$ cat config.mk
export PLATFORM = sky130hd
export DESIGN_NAME = movavg3_rr_sched_flat
export DESIGN_NICKNAME = d
export VERILOG_FILES = /design/src/rtl/movavg3_rr_sched_if.sv /design/src/rtl/movavg3_rr_sched.sv /design/src/flat_wrapper.sv
export SDC_FILE = /design/constraint.sdc
export NUM_CORES = 1
export LEC_CHECK = 0
export ABC_AREA = 1
export CORE_AREA = 2 2 104 106
export CTS_CLUSTER_SIZE = 14
export DETAILED_ROUTE_END_ITERATION = 10
export DIE_AREA = 0 0 106 108
export PLACE_DENSITY = 0.76
export SETUP_SLACK_MARGIN = 0.2
export SLEW_MARGIN = 15
export SYNTH_ARGS = -nofsm -noshare
export SYNTH_HDL_FRONTEND = slang
export SYNTH_SLANG_ARGS = --single-unit
export TNS_END_PERCENT = 10
$ cat constraint.sdc
create_clock -name system1000 -period 8.85 [get_ports system1000]
set_clock_uncertainty 0.05 [all_clocks]
set_input_delay 1.3275 -clock system1000 [delete_from_list [all_inputs] [get_ports system1000]]
set_output_delay 1.3275 -clock system1000 [all_outputs]
set_load 0.02 [all_outputs]
$ cat src/rtl/movavg3_rr_sched_if.sv
`default_nettype none
// ============================================================================
// Module   : movavg3_rr_sched_if
// Brief    : Per-channel sample inputs and tagged result stream of the
//            shared 3-tap moving-average scheduler.
// Revision : 1.0
// ============================================================================
interface movavg3_rr_sched_if #(
  parameter int NCH = 4,
  parameter int CW  = 2
);
  logic [NCH-1:0]   in_valid_i;
  logic [NCH*8-1:0] in_data_i;
  logic [NCH-1:0]   in_ready_o;
  logic             out_valid_o;
  logic [7:0]       out_data_o;
  logic [CW-1:0]    out_chan_o;
  logic             out_ready_i;

  modport master (
    output in_valid_i, in_data_i, out_ready_i,
    input  in_ready_o, out_valid_o, out_data_o, out_chan_o
  );

  modport slave (
    input  in_valid_i, in_data_i, out_ready_i,
    output in_ready_o, out_valid_o, out_data_o, out_chan_o
  );
endinterface
`default_nettype wire

$ cat src/rtl/movavg3_rr_sched.sv
`default_nettype none
// ============================================================================
// Module   : movavg3_rr_sched
// Brief    : Round-robin time-multiplexed 3-tap moving average over NCH
//            channels, with per-channel history and a tagged output register.
// Revision : 1.0
// ============================================================================
module movavg3_rr_sched #(
  parameter int NCH = 4,
  parameter int CW  = 2
) (
  input  logic                system1000,
  input  logic                system1000_rst,
  input  logic                clear_i,
  movavg3_rr_sched_if.slave   bus
);

  localparam logic [0:0]        c_empty   = 1'b0;
  localparam logic [0:0]        c_full    = 1'b1;
  localparam logic [CW-1:0]     c_ptr_rst = CW'(NCH - 1);
  localparam logic signed [9:0] c_three   = 10'sd3;

  logic [0:0]        r_state;
  logic [CW-1:0]     r_ptr;
  logic [7:0]        r_out_data;
  logic [CW-1:0]     r_out_chan;
  logic signed [7:0] r_h1 [NCH];
  logic signed [7:0] r_h2 [NCH];

  logic              w_can_accept;
  logic              w_found;
  logic [CW-1:0]     w_gidx;
  logic              w_xfer;
  logic [NCH-1:0]    w_ready;
  logic signed [7:0] w_x;
  logic signed [9:0] w_sum;
  logic signed [9:0] w_avg;

  assign w_can_accept = (r_state == c_empty) || bus.out_ready_i;

  // Priority search starts just past the last granted channel.
  always_comb begin : p_arb
    logic [CW-1:0] v_idx;
    v_idx   = '0;
    w_found = 1'b0;
    w_gidx  = '0;
    for (int i = 1; i <= NCH; i++) begin
      v_idx = CW'((int'(r_ptr) + i) % NCH);
      if (!w_found && bus.in_valid_i[v_idx]) begin
        w_found = 1'b1;
        w_gidx  = v_idx;
      end
    end
  end

  assign w_xfer  = w_found && w_can_accept && !clear_i && !system1000_rst;
  assign w_ready = w_xfer ? ({{(NCH-1){1'b0}}, 1'b1} << w_gidx) : '0;

  // Sign-extended 10-bit sum cannot overflow; signed division truncates toward zero.
  assign w_x   = bus.in_data_i[w_gidx*8 +: 8];
  assign w_sum = {{2{w_x[7]}}, w_x}
               + {{2{r_h1[w_gidx][7]}}, r_h1[w_gidx]}
               + {{2{r_h2[w_gidx][7]}}, r_h2[w_gidx]};
  assign w_avg = w_sum / c_three;

  always_ff @(posedge system1000) begin
    if (system1000_rst) begin
      r_state    <= c_empty;
      r_ptr      <= c_ptr_rst;
      r_out_data <= '0;
      r_out_chan <= '0;
      for (int k = 0; k < NCH; k++) begin
        r_h1[k] <= '0;
        r_h2[k] <= '0;
      end
    end else begin
      if (w_xfer) begin
        r_state    <= c_full;
        r_out_data <= w_avg[7:0];
        r_out_chan <= w_gidx;
        r_ptr      <= w_gidx;
      end else if (bus.out_ready_i) begin
        r_state    <= c_empty;
      end

      if (clear_i) begin
        for (int k = 0; k < NCH; k++) begin
          r_h1[k] <= '0;
          r_h2[k] <= '0;
        end
      end else if (w_xfer) begin
        r_h2[w_gidx] <= r_h1[w_gidx];
        r_h1[w_gidx] <= w_x;
      end
    end
  end

  assign bus.in_ready_o  = w_ready;
  assign bus.out_valid_o = (r_state == c_full);
  assign bus.out_data_o  = r_out_data;
  assign bus.out_chan_o  = r_out_chan;

endmodule
`default_nettype wire

$ cat src/flat_wrapper.sv
// flat-port wrapper written by rule: the top's interface ports become plain ports
module movavg3_rr_sched_flat 
#(
  parameter int NCH = 4,
  parameter int CW  = 2
)
  (system1000, system1000_rst, clear_i, bus_in_valid_i, bus_in_data_i, bus_out_ready_i, bus_in_ready_o, bus_out_valid_o, bus_out_data_o, bus_out_chan_o);
  movavg3_rr_sched_if #(.NCH(NCH), .CW(CW)) bus_i ();
  input  logic system1000;
  input  logic system1000_rst;
  input  logic clear_i;
  input wire logic [$bits(bus_i.in_valid_i)-1:0] bus_in_valid_i;
  input wire logic [$bits(bus_i.in_data_i)-1:0] bus_in_data_i;
  input wire logic [$bits(bus_i.out_ready_i)-1:0] bus_out_ready_i;
  output wire logic [$bits(bus_i.in_ready_o)-1:0] bus_in_ready_o;
  output wire logic [$bits(bus_i.out_valid_o)-1:0] bus_out_valid_o;
  output wire logic [$bits(bus_i.out_data_o)-1:0] bus_out_data_o;
  output wire logic [$bits(bus_i.out_chan_o)-1:0] bus_out_chan_o;
  assign bus_i.in_valid_i = bus_in_valid_i;
  assign bus_i.in_data_i = bus_in_data_i;
  assign bus_i.out_ready_i = bus_out_ready_i;
  assign bus_in_ready_o = bus_i.in_ready_o;
  assign bus_out_valid_o = bus_i.out_valid_o;
  assign bus_out_data_o = bus_i.out_data_o;
  assign bus_out_chan_o = bus_i.out_chan_o;
  movavg3_rr_sched #(.NCH(NCH), .CW(CW)) u_core (.system1000(system1000), .system1000_rst(system1000_rst), .clear_i(clear_i), .bus(bus_i));
endmodule
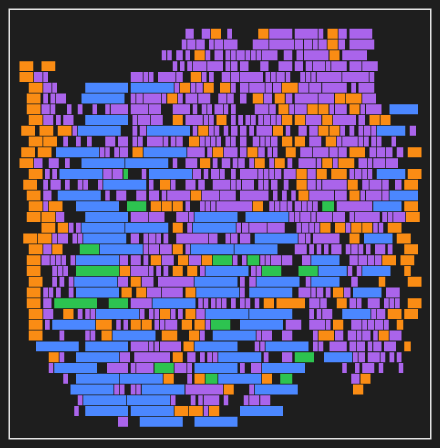
Run 1: placement by cell class
remaining buffers and delay cells -> orange  # cells 159, share of their area 19%
sequential cells -> blue  # cells 77, share of their area 30%
combinational and other logic -> purple  # cells 567, share of their area 48%
clock drivers and dummy loads -> green  # cells 16, share of their area 3.1%

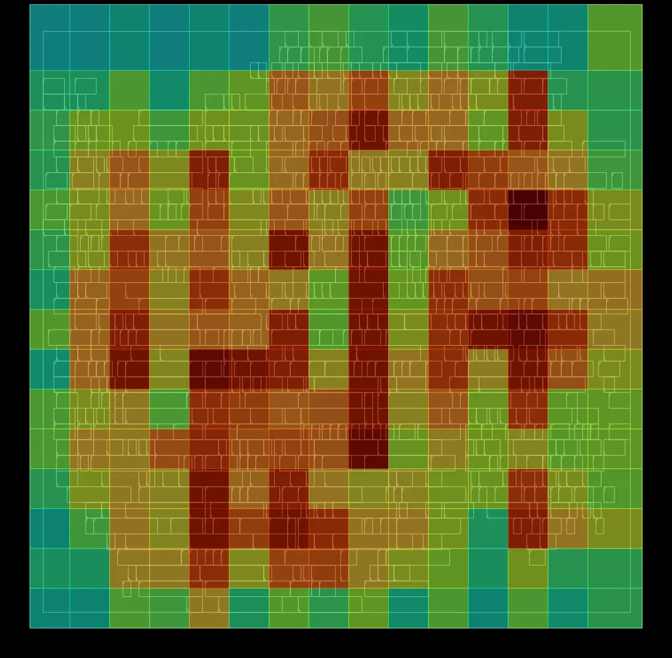
Run 1: routing congestion map
met2 Track Usage GR: 49.6%
GRT Max-Usage Layer: met2
average wire length per cell after detail routing: 16.1 µm
final core utilization: 72.2%

==> ci_impl_report.md, run 1 <==
## Synthesis and layout report

| Metric | Value |
|---|---|
| Result of the run | finished clean |
| Number of global-route vias before repair | 5238 |
| CTS Buf Count | 9 |
| Number of distinct library cells after synthesis | about 50 |
| Proportion of synthesized chip area in sequential cells | 41.7% |
| Total stage count of the critical path | 59 |
| Tally of nets with antenna violations remaining after routing | 0 |
| MaxCap Viol Count | 0 |
| Clk Tree Root Cell | clkbuf_8 |
| Mean Syn Cell Area | 7.95 µm² |
| Iteration-0 DRC Markers | between 300 and 400 |
| Depth of the most critical reg-to-reg path | 59 |
| Most area-hungry cell type in the Yosys netlist | edfxtp_1 |
| Count of mapped cells out of synthesis | 658 |
| Number of warnings in the stage logs | 28 |
| Horizontal die dimension | 106 µm |
| Worst setup path category | input pin to flop |
| Fraction of the core area occupied by cells at floorplan | 51.1% |
| Post-synthesis cell type with the largest instance count | nand2_1 |
| Top cells by count, synth | nand2_1, nor2_1, inv_1 |
| Dpl hpwl | between 10 and 15 mm |
| Arrival @ worst endpoint | 8940 ps |
| Total wire length | 15.4 mm |
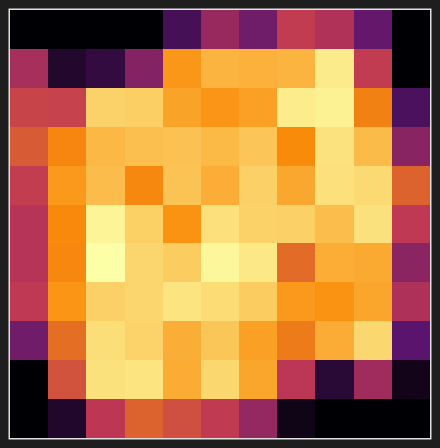
Run 1: placement density heat map
11 x 11 tiles, from black (low) to pale yellow (high), 0 to 100% covered.
nearly empty tiles = 9.1%
fullest tile = 100%
densest ninth of the die = centre
mean over tiles = 63%
tiles over 75% full = 52%

run 1: per-stage QoR:
step	instance area [µm²]	std cells	setup slack (ps)	utilization [%]	setup TNS, ps
after global routing	7380	955	-401	72.2	-2280
after CTS	7010	947	223	68.5	0
final	7380	955	90.3	72.2	0
after global placement	6530	917	-381	63.8	-907
after floorplan	5240	658	219	-	0
after detailed placement	6530	917	-699	63.8	-3030
run 1: cell families after synthesis:
kind of cell	Yosys count
and+or+nand+nor	326
AOI/OAI and AO/OA	111
buffers and inverters	107
DFF	77
adders and majority gates	22
xor gates and xnor gates	14
muxes	1
run 1: area by class of cell:
cell class / count / area (µm²) / area share [%]
clock buffer: 10 / 128 / 1.73
clock inverter: 6 / 95.1 / 1.29
inverter: 93 / 359 / 4.86
multi-input combinational: 474 / 3100 / 42.0
sequential: 77 / 2180 / 29.5
tap: 136 / 170 / 2.30
timing repair buffer: 159 / 1350 / 18.3
run 1: layout by cell type, fill, tap and decap left out, drive strengths merged, types with 4 or more instances in the layout:
cell and n:
nand3 44, a21oi 30, edfxtp 64, o21bai 4, o21a 9, o21ai 22, clkdlybuf4s50 50, nand4 8
nor2 123, inv 88, xor2 9, a221oi 4, a22oi 21, clkinv 9, xnor2 5, clkbuf 14
buf 105, o22ai 10, and2 4, nand2 142, ha 20, dfxtp 13
run 1: worst register-to-register path, delay by kind of cell, from the launching register on:
| family | cells | cell delay (ps) |
|---|---|---|
| and+or+nand+nor | 25 | 3000 |
| adders and majority gates | 4 | 950 |
| AOI/OAI and AO/OA | 18 | 2540 |
| buffers and inverters | 10 | 870 |
| xor gates and xnor gates | 2 | 270 |
| DFF | 1 | 560 |
run 1: timing repair:
item                       in CTS  in global routing
resized                        57                 83
setup endpoints to repair       7                  8
buffers inserted               14                  8
pin swaps                      53                 79
==> run 2: changes to the inputs <==
--- a/config.mk
+++ b/config.mk
@@ -11,6 +11,7 @@
 export DETAILED_ROUTE_END_ITERATION = 10
 export DIE_AREA = 0 0 106 108
 export PLACE_DENSITY = 0.76
+export REMOVE_ABC_BUFFERS = 1
 export SETUP_SLACK_MARGIN = 0.2
 export SLEW_MARGIN = 15
 export SYNTH_ARGS = -nofsm -noshare
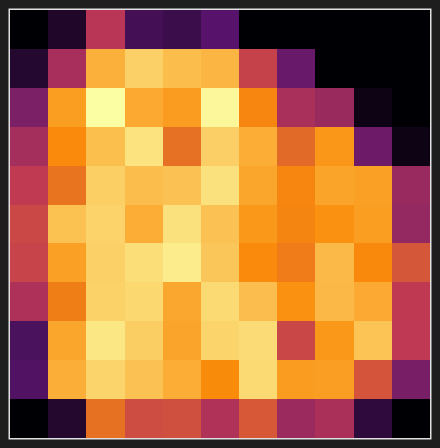
Run 2: placement density heat map
11 x 11 tiles, from black (low) to pale yellow (high), 0 to 100% covered.
nearly empty tiles = 9.9%
mean over tiles = 61%
densest ninth of the die = centre

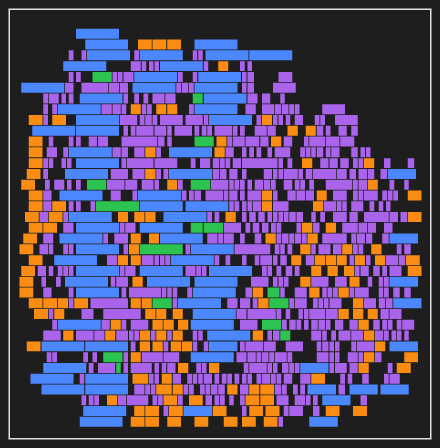
Run 2: placement by cell class
remaining buffers and delay cells -> orange  # cells 147, share of their area 18%
clock drivers and dummy loads -> green  # cells 16, share of their area 3.2%
sequential cells -> blue  # cells 77, share of their area 32%
combinational and other logic -> purple  # cells 567, share of their area 47%

==> run 2 against run 1 <==
The run now ends with negative setup slack left. Critical path depth down 2. Worst setup slack worse by 300 ps. Via count down 5.4%. Area after synthesis unchanged. Worst hold slack worse by 15 ps. Global-route usage about the same. Largest cell class unchanged.
==> ci_impl_report.md, run 2 <==
## Synthesis and layout report

| Metric | Value |
|---|---|
| Result of the run | complete, but fails checks (was finished clean) |
| Violations in the final reports | negative setup slack |
| Setup slack at placement | -698 ps (was -699 ps) |
| Most used cell, CP | nand2_1 (was a21oi_2) |
| Number of distinct library cells after synthesis | 50 (unchanged) |
| Final setup vio count | 2 (was 0) |
| Worst setup slack after layout | -205 ps (was 90.3 ps) |
| Routability congestion estimate | 0.830 (was 0.884) |
| Post-synthesis cell type with the largest instance count | nand2_1 (unchanged) |
| Final core utilization | 69.3% (was 72.2%) |
| Highest-count cells in the layout ignoring fill and taps | nand2_1, nor2_1, buf_4 (was nor2_1, nand2_1, buf_4) |
| Fraction of the core area occupied by cells at floorplan | 51.1% (unchanged) |
| Average wire length per cell after detail routing | 15.6 µm (was 16.1 µm) |
| CTS Buf Count | 9 (unchanged) |
| MaxCap Viol Count | 0 (unchanged) |
| Number of warnings in the stage logs | 28 (unchanged) |
| Number of global-route vias before repair | 5038 (was 5238) |
| Clk Tree Root Cell | clkbuf_8 (unchanged) |
| Setup TNS Final | -314 ps (was 0 ps) |
| Total wire length | 14.7 mm (was 15.4 mm) |
| Iteration-0 DRC Markers | 359 (was 388) |
| Worst setup path category | input pin to flop (unchanged) |
| Mean Syn Cell Area | 7.95 µm² (unchanged) |
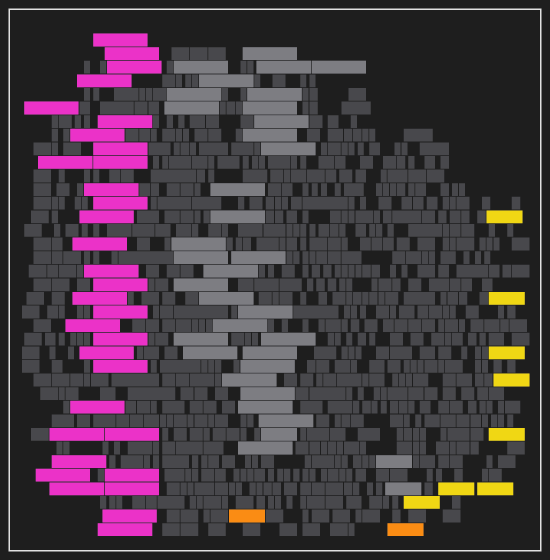
Run 2: register map, names as in the netlist
`u_core.r_h1` -> magenta  # placed flops 32, where a vertical strip on the left
`u_core.bus.out_chan_o` -> orange  # placed flops 2
`u_core.bus.out_data_o` -> yellow  # placed flops 8
not coloured = 35

run 2: what timing repair did:
item | 4_1_cts | 5_1_grt
setup buffers | 14 | 7
endpoints found under the setup margin | 7 | 8
pin swaps | 32 | 19
gates resized | 46 | 28
run 2: per-layer routing:
| metal | track usage [%] | routed length [µm] | up-vias |
|---|---|---|---|
| met2 | 48.8 | 7760 | 159 |
| met3 | 4.34 | 821 | 39 |
| met5 | 0 | 0 | - |
| met1 | 27.6 | 5670 | 2345 |
| met4 | 9.96 | 427 | 0 |
| li1 | - | - | 2483 |
run 2: path summary, 6_finish.rpt:
check | startpoint | to | depth (start not counted)
hold reg to reg | u_core.bus.out_chan_o[0] | u_core.bus.out_chan_o[0] | 2
hold / removal | u_core.bus.out_chan_o[0] | u_core.bus.out_chan_o[0] | 2
setup reg to reg | u_core.r_ptr[0] | u_core.bus.out_data_o[6] | 57
setup / recovery | bus_in_valid_i[1] | u_core.bus.out_data_o[6] | 57
run 2: cell families (layout without fill, tap and decap cells):
family | after synthesis | after routing
adder cells (fa/ha/maj) | 22 | 22
XOR/XNOR | 14 | 14
AND/OR/NAND/NOR | 326 | 326
AND-OR/OR-AND | 111 | 111
buffers and inverters | 107 | 256
flip-flops | 77 | 77
multiplexers | 1 | 1
run 2: area by class of cell:
type | count | area, µm²
Clock buffer | 9 | 124
Clock inverter | 7 | 96.3
Fill cell | 770 | 3140
Inverter | 93 | 349
Multi-Input combinational cell | 474 | 2920
Sequential cell | 77 | 2180
Tap cell | 136 | 170
Timing Repair Buffer | 147 | 1250
run 2: through the flow:
stage / std cells / cell area, µm²
2_1_floorplan: 644 / 5170
3_5_place_dp: 906 / 6420
4_1_cts: 936 / 6920
5_1_grt: 943 / 7090
3_3_place_gp: 906 / 6420
6_report: 943 / 7090
